### The metal 1 layer, run 1

Cells faint in the background.
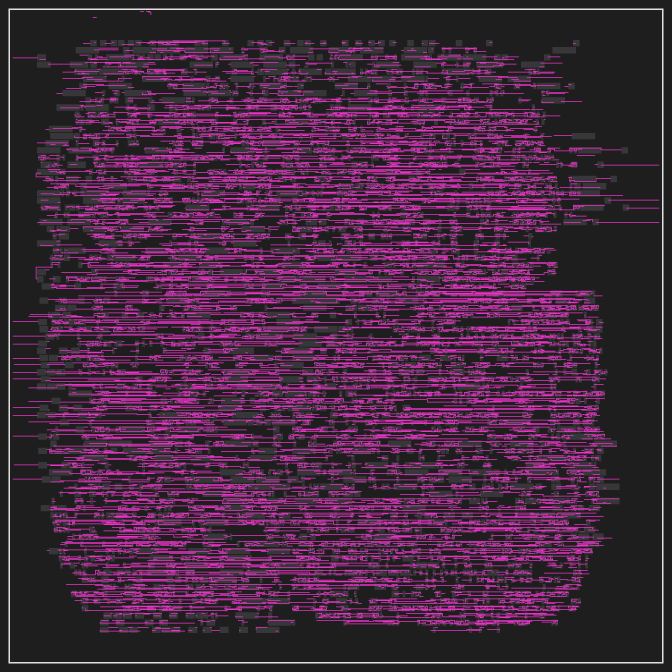
### Met2 routing, run 1

Bar = 50 um.
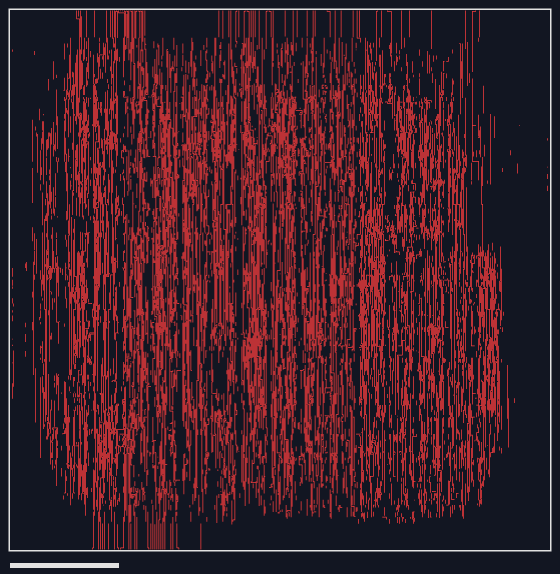
### Signal wires on met3, run 1

Bar = 50 um.
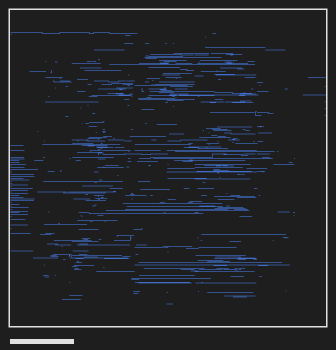
$ cat src/rtl/seq_mul_div.sv
`timescale 1ns / 1ps
// seq_mul_div: iterative multiply/divide unit, one result bit per clock.
//
// Computes WIDTH x WIDTH signed/unsigned products and signed/unsigned quotient and remainder.
// Signed operations run on operand magnitudes. The result sign is applied in a single FIX cycle.
//
// Ports:
//   clk           system clock, rising edge
//   rst_n         asynchronous active-low reset
//   i_start       request, accepted only when idle
//   i_op          00 umul, 01 smul, 10 udiv, 11 sdiv (sampled with i_start)
//   i_a, i_b      multiplicand/dividend and multiplier/divisor (sampled with i_start)
//   o_busy        operation in flight
//   o_done        one-cycle pulse; o_hi/o_lo valid from this cycle
//   o_hi          mul: upper product half, div: remainder
//   o_lo          mul: lower product half, div: quotient
//   o_div_by_zero set with o_done for a divide with i_b == 0
module seq_mul_div #(
  parameter int unsigned WIDTH = 32,
  parameter int unsigned CNT_W = $clog2(WIDTH)
) (
  input  logic             clk,
  input  logic             rst_n,
  input  logic             i_start,
  input  logic [1:0]       i_op,
  input  logic [WIDTH-1:0] i_a,
  input  logic [WIDTH-1:0] i_b,
  output logic             o_busy,
  output logic             o_done,
  output logic [WIDTH-1:0] o_hi,
  output logic [WIDTH-1:0] o_lo,
  output logic             o_div_by_zero
);

  localparam int unsigned W2 = 2 * WIDTH;

  typedef enum logic [1:0] {StIdle, StCalc, StFix} state_e;

  state_e           r_state;
  state_e           w_state_next;
  logic [1:0]       r_op;
  logic [WIDTH-1:0] r_mag_a;
  logic [WIDTH-1:0] r_mag_b;
  logic             r_res_sign;
  logic             r_div_sign;
  logic [CNT_W-1:0] r_cnt;
  // Multiply: {partial product high half, remaining multiplier bits}.
  // Divide:   {partial remainder, remaining dividend bits / quotient bits}.
  logic [W2-1:0]    r_acc;
  logic [WIDTH-1:0] r_hi;
  logic [WIDTH-1:0] r_lo;
  logic             r_done;
  logic             r_dbz;

  // Operand magnitudes at start
  logic             w_a_neg;
  logic             w_b_neg;
  logic [WIDTH-1:0] w_a_mag;
  logic [WIDTH-1:0] w_b_mag;
  logic             w_start_div_zero;

  assign w_a_neg          = i_op[0] & i_a[WIDTH-1];
  assign w_b_neg          = i_op[0] & i_b[WIDTH-1];
  assign w_a_mag          = w_a_neg ? (~i_a + WIDTH'(1)) : i_a;
  assign w_b_mag          = w_b_neg ? (~i_b + WIDTH'(1)) : i_b;
  assign w_start_div_zero = i_op[1] & (i_b == '0);

  // Shift-add step: add the multiplicand when the current multiplier LSB is set, then shift right.
  logic [WIDTH:0]  w_mul_sum;
  logic [W2-1:0]   w_mul_acc;

  assign w_mul_sum = {1'b0, r_acc[W2-1:WIDTH]} + {1'b0, r_mag_a};
  assign w_mul_acc = r_acc[0] ? {w_mul_sum, r_acc[WIDTH-1:1]} : {1'b0, r_acc[W2-1:1]};

  // Restoring-division step. The WIDTH+1-bit trial difference is negative exactly when its top bit
  // is set, because the partial remainder is always below the divisor.
  logic [WIDTH:0]   w_div_shift;
  logic [WIDTH:0]   w_div_trial;
  logic             w_div_ok;
  logic [WIDTH-1:0] w_div_rem;
  logic [W2-1:0]    w_div_acc;

  assign w_div_shift = r_acc[W2-1:WIDTH-1];
  assign w_div_trial = w_div_shift - {1'b0, r_mag_b};
  assign w_div_ok    = ~w_div_trial[WIDTH];
  assign w_div_rem   = w_div_ok ? w_div_trial[WIDTH-1:0] : w_div_shift[WIDTH-1:0];
  assign w_div_acc   = {w_div_rem, r_acc[WIDTH-2:0], w_div_ok};

  // Sign fix-up for the FIX cycle
  logic [W2-1:0]    w_prod;
  logic [WIDTH-1:0] w_quo;
  logic [WIDTH-1:0] w_rem;
  logic [WIDTH-1:0] w_a_orig;
  logic             w_div_zero;

  assign w_prod     = r_res_sign ? (~r_acc + W2'(1)) : r_acc;
  assign w_quo      = r_res_sign ? (~r_acc[WIDTH-1:0] + WIDTH'(1)) : r_acc[WIDTH-1:0];
  assign w_rem      = r_div_sign ? (~r_acc[W2-1:WIDTH] + WIDTH'(1)) : r_acc[W2-1:WIDTH];
  // Re-negating the dividend magnitude restores the original bit pattern, including most-negative.
  assign w_a_orig   = r_div_sign ? (~r_mag_a + WIDTH'(1)) : r_mag_a;
  assign w_div_zero = r_op[1] & (r_mag_b == '0);

  // State register
  always_ff @(posedge clk or negedge rst_n) begin
    if (!rst_n) begin
      r_state <= StIdle;
    end else begin
      r_state <= w_state_next;
    end
  end

  // Next-state logic
  always_comb begin
    w_state_next = r_state;
    unique case (r_state)
      StIdle: begin
        if (i_start) begin
          w_state_next = w_start_div_zero ? StFix : StCalc;
        end
      end
      StCalc: begin
        if (r_cnt == CNT_W'(WIDTH - 1)) begin
          w_state_next = StFix;
        end
      end
      StFix:   w_state_next = StIdle;
      default: w_state_next = StIdle;
    endcase
  end

  // Datapath and result registers
  always_ff @(posedge clk or negedge rst_n) begin
    if (!rst_n) begin
      r_op       <= '0;
      r_mag_a    <= '0;
      r_mag_b    <= '0;
      r_res_sign <= 1'b0;
      r_div_sign <= 1'b0;
      r_cnt      <= '0;
      r_acc      <= '0;
      r_hi       <= '0;
      r_lo       <= '0;
      r_done     <= 1'b0;
      r_dbz      <= 1'b0;
    end else begin
      r_done <= 1'b0;
      unique case (r_state)
        StIdle: begin
          if (i_start) begin
            r_op       <= i_op;
            r_mag_a    <= w_a_mag;
            r_mag_b    <= w_b_mag;
            r_res_sign <= w_a_neg ^ w_b_neg;
            r_div_sign <= w_a_neg;
            r_cnt      <= '0;
            r_dbz      <= 1'b0;
            // Multiply shifts the multiplier out of the low half; divide shifts the dividend out.
            r_acc      <= {{WIDTH{1'b0}}, (i_op[1] ? w_a_mag : w_b_mag)};
          end
        end
        StCalc: begin
          r_cnt <= r_cnt + 1'b1;
          r_acc <= r_op[1] ? w_div_acc : w_mul_acc;
        end
        StFix: begin
          r_done <= 1'b1;
          r_dbz  <= w_div_zero;
          if (!r_op[1]) begin
            r_hi <= w_prod[W2-1:WIDTH];
            r_lo <= w_prod[WIDTH-1:0];
          end else if (w_div_zero) begin
            r_hi <= w_a_orig;
            r_lo <= '1;
          end else begin
            r_hi <= w_rem;
            r_lo <= w_quo;
          end
        end
        default: ;
      endcase
    end
  end

  assign o_busy        = (r_state != StIdle);
  assign o_done        = r_done;
  assign o_hi          = r_hi;
  assign o_lo          = r_lo;
  assign o_div_by_zero = r_dbz;

endmodule

$ cat config.mk
export PLATFORM = sky130hd
export DESIGN_NAME = seq_mul_div
export DESIGN_NICKNAME = d
export VERILOG_FILES = /design/src/rtl/seq_mul_div.sv
export SDC_FILE = /design/constraint.sdc
export NUM_CORES = 1
export LEC_CHECK = 0
export ABC_AREA = 1
export CAP_MARGIN = 30
export CORE_MARGIN = 10
export CORE_UTILIZATION = 40
export CTS_CLUSTER_SIZE = 24
export DETAILED_ROUTE_END_ITERATION = 8
export PLACE_DENSITY = 0.61
export SLEW_MARGIN = 20
export SYNTH_ARGS = -nofsm -noshare
export SYNTH_HDL_FRONTEND = slang
export SYNTH_SLANG_ARGS = --single-unit
export TNS_END_PERCENT = 5
$ cat constraint.sdc
create_clock -name clk -period 3.1 [get_ports clk]
set_clock_uncertainty 0.2 [all_clocks]
set_input_delay 0.62 -clock clk [delete_from_list [all_inputs] [get_ports clk]]
set_output_delay 0.62 -clock clk [all_outputs]
set_load 0.1 [all_outputs]
==> flow_metrics.py, run 1 <==
# Synthesis and PnR figures
metrics = {
    "status": {
        "status": "finished, final reports clean",
    },
    "synth": {
        "syn_avg_cell_area_sq_um": 5.74,
        "mappedNetlistArea_sq_mm": 0.0208,
        "mux_area_share_pct": 0,
    },
    "worst_setup_path": {
        "worst-r2r-cell-count": 14,
        "reg2reg_from": "r_acc[32]$_DFFE_PN0P_",
        "end_kind": "flip-flop",
        "cp_max_fo": 5,
        "path_cells": "ha_1 -> inv_1 -> fa_1 -> inv_1 -> nand3_1 -> nand3_1 -> nand3_1 -> nand3_1 -> nand2_1 -> nand3_1 -> nand3_1 -> a21oi_1 -> nand2_1 -> nand2_1",
    },
    "power": {
        "pg_seq_mw": 5.46,
    },
    "finish": {
        "combGateArea_sq_mm": 0.0133,
        "final_core_util_pct": 46.9,
        "sh_seq_area_pct": 21.2,
        "clock_buffers": 40,
    },
    "die": {
        "rows": 83,
        "fp_util_pct": 40.4,
        "die_y_um": 248,
    },
    "sta": {
        "finalClockPeriodUsage_pct": 91.9,
        "timing_max_transition_violations_final": 0,
    },
    "global_route": {
        "use_met2_pct": 43.2,
    },
    "placed_design": {
        "gp_congestion": 1.01,
    },
}
Back to the opening pictures, 'The metal 1 layer':
The layer holds 43% of the routed length. The layer carries 37.7 mm of wire. 3685 nets have wire on it. The wires run mostly horizontal.

Back to the opening pictures, 'Met2 routing':
The layer holds 44% of the routed length. The longest straight run is 102 um. The wires run mostly vertical.

Back to the opening pictures, 'Signal wires on met3':
The layer carries 6620 um of wire. The wires run mostly horizontal. The layer holds 7.6% of the routed length.

## run 1: per-layer routing
metal  vias to the layer above  wire, um
met4                         2      4170
li1                      11800         -
met5                         -        13
met3                       169      6620
met2                       821     38600
met1                     10700     37700
## run 1: sequential cells by signal (all words and copies together), names as in the netlist, 2 cells and up
register and count:
o_hi 32, o_lo 32, r_acc 64, r_cnt 5, r_mag_a 32, r_mag_b 32, r_state 2
## run 1: cell usage after synthesis, drive strengths merged
cell / instances / share of area, %
a31oi: 51 / 1.5
and3: 4 / 0.12
o221ai: 1 / 0.042
nand2: 1244 / 23
o31ai: 5 / 0.18
a21oi: 193 / 4.7
a22oi: 4 / 0.14
nor3: 27 / 0.67
fa: 2 / 0.19
or2: 10 / 0.30
clkinv: 1 / 0.018
nor2: 415 / 7.8
a22o: 2 / 0.084
xor2: 69 / 2.9
a21o: 3 / 0.11
o21a: 2 / 0.072
o211ai: 7 / 0.25
a31o: 2 / 0.084
nor4: 3 / 0.090
o22ai: 5 / 0.15
nand3b: 17 / 0.61
a221oi: 1 / 0.042
nand3: 376 / 9.2
o21bai: 5 / 0.18
inv: 492 / 8.9
nand4: 49 / 1.5
and2: 11 / 0.33
clkbuf: 73 / 1.3
ha: 71 / 4.3
buf: 60 / 1.5
o21ai: 190 / 4.7
dfrtp: 204 / 25
xnor2: 18 / 0.76
## run 1: kinds of logic (layout without fill, tap and decap cells)
| group | Yosys count | after routing |
|---|---|---|
| adder cells (fa/ha/maj) | 73 | 73 |
| AND-OR/OR-AND | 471 | 471 |
| buffers and inverters | 626 | 795 |
| other | 0 | 1 |
| XOR/XNOR | 87 | 87 |
| AND/OR/NAND/NOR | 2156 | 2156 |
| flip-flops | 204 | 204 |
==> inputs of run 2 (changes only) <==
--- a/config.mk
+++ b/config.mk
@@ -13,4 +13,5 @@
 export DETAILED_ROUTE_END_ITERATION = 8
 export PLACE_DENSITY = 0.61
+export SETUP_SLACK_MARGIN = 0.1
 export SLEW_MARGIN = 20
 export SYNTH_ARGS = -nofsm -noshare
==> constraint.sdc (replaced) <==
create_clock -name clk -period 3.1 [get_ports clk]
set_clock_uncertainty 0.2 [all_clocks]
set_input_delay 0.93 -clock clk [delete_from_list [all_inputs] [get_ports clk]]
set_output_delay 0.93 -clock clk [all_outputs]
set_load 0.1 [all_outputs]
==> flow_metrics.py, run 2 <==
# Synthesis and PnR figures
metrics = {
    "status": {
        "status": "finished, final reports clean",
    },
    "finish": {
        "largest_reg_flops": 64,
        "final_core_util_pct": 48.3,
        "combGateArea_sq_mm": 0.0132,
    },
    "synth": {
        "ff_type": "dfrtp_1",
        "synthArstFlopShare_pct": 100,
        "syn_avg_cell_area_sq_um": 5.74,
        "netlist_top_cells_count": "1232 x nand2_1, 481 x inv_1, 401 x nor2_1",
        "top_cell_area_share_pct": 24.6,
        "largest_area_cell": "dfrtp_1",
        "synth-edff-count": 0,
        "top_cell": "nand2_1",
    },
    "detailed_routing": {
        "dr_wl_met2_um": 39800,
        "met1_length_um": 37800,
        "dr_wl_met3_um": 6670,
    },
    "sta": {
        "finalClockPeriodUsage_pct": 91.4,
        "timing_max_transition_violations_final": 0,
    },
    "global_route": {
        "use_met2_pct": 44.7,
    },
    "worst_setup_path": {
        "reg2reg_from": "r_mag_b[0]$_DFFE_PN0P_",
        "cp_max_fo": 26,
    },
    "die": {
        "fp_util_pct": 40.4,
        "rows": 83,
    },
}
-- run 2: cell types whose count changed in the layout (fill, tap and decap cells not counted), sizes merged --
cell / delta
buf: +94
clkbuf: -3
bufinv: +2
diode: -1
dlygate4sd3: -1
inv: +1
-- run 2: stage by stage --
step | hold slack (ns) | total power [mW] | area (sq um) | std cells | setup WS, ns
after CTS | 0.122 | 32.4 | 24800 | 4559 | 0.239
after global placement | 0.267 | 29.2 | 24000 | 4513 | -0.0765
after detailed placement | 0.267 | 29.3 | 24000 | 4513 | -0.148
after floorplan | 0.253 | 22.2 | 20800 | 3617 | 0.606
after global routing | 0.135 | 35.3 | 24800 | 4559 | 0.0457
final | 0.109 | 32.8 | 24800 | 4559 | 0.268
-- run 2: final cells by class --
type                    instances  share of cell area [%]
clock buffers                  37                    2.94
clock inverters                 9                   0.423
inverters                     493                    7.46
multi-input cells            2787                    53.3
flip-flops and latches        204                    20.6
well taps                     680                    3.42
repair buffers                349                    11.9
-- run 2: path summary, 6_finish.rpt --
kind	end	cells after the start	slack, ns
setup reg to reg	r_acc[33]$_DFFE_PN0P_	16	0.27
hold / removal	o_lo[23]$_DFFE_PN0P_	1	0.11
min in group clk	o_hi[22]$_DFFE_PN0P_	2	0.28
max in group asynchronous	r_mag_a[14]$_DFFE_PN0P_	2	1.84
hold reg to reg	o_hi[22]$_DFFE_PN0P_	2	0.28
setup / recovery	r_acc[33]$_DFFE_PN0P_	16	0.27
-- run 2: kinds of logic after synthesis --
logic type | share of synthesized area (%)
and+or+nand+nor | 43.3
adders and majority gates | 4.47
AOI/OAI and AO/OA | 12.2
xor gates and xnor gates | 3.67
buffers and inverters | 11.8
DFF | 24.6
-- run 2: what timing repair did --
item | in CTS | in global routing
hold buffers | 0 | 0
endpoints found under the setup margin | 0 | 30
resized | 0 | 1
### Signal wires on met3, run 2

Bar = 50 um.
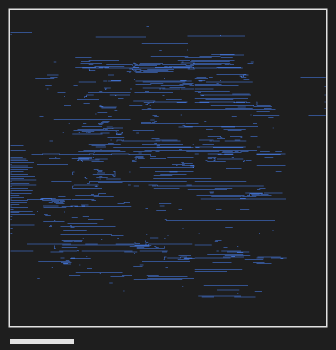
The layer holds 7.6% of the routed length. The longest straight run is 105 um. The wires run mostly horizontal.

### Clock wiring as the flow saved it, run 2

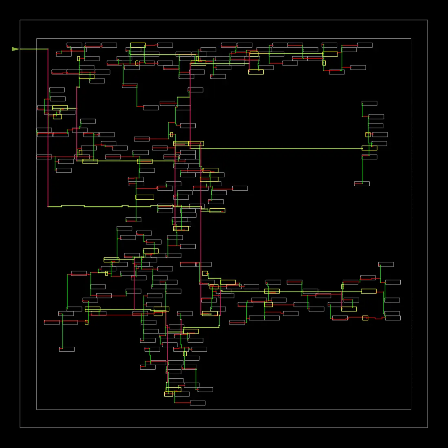
Flops: 204
clock group total power: 3.05 mW
number of clock buffers in the layout: 37
clk latency late pin: 0.58 ns

Power and IR drop assume default switching activity.
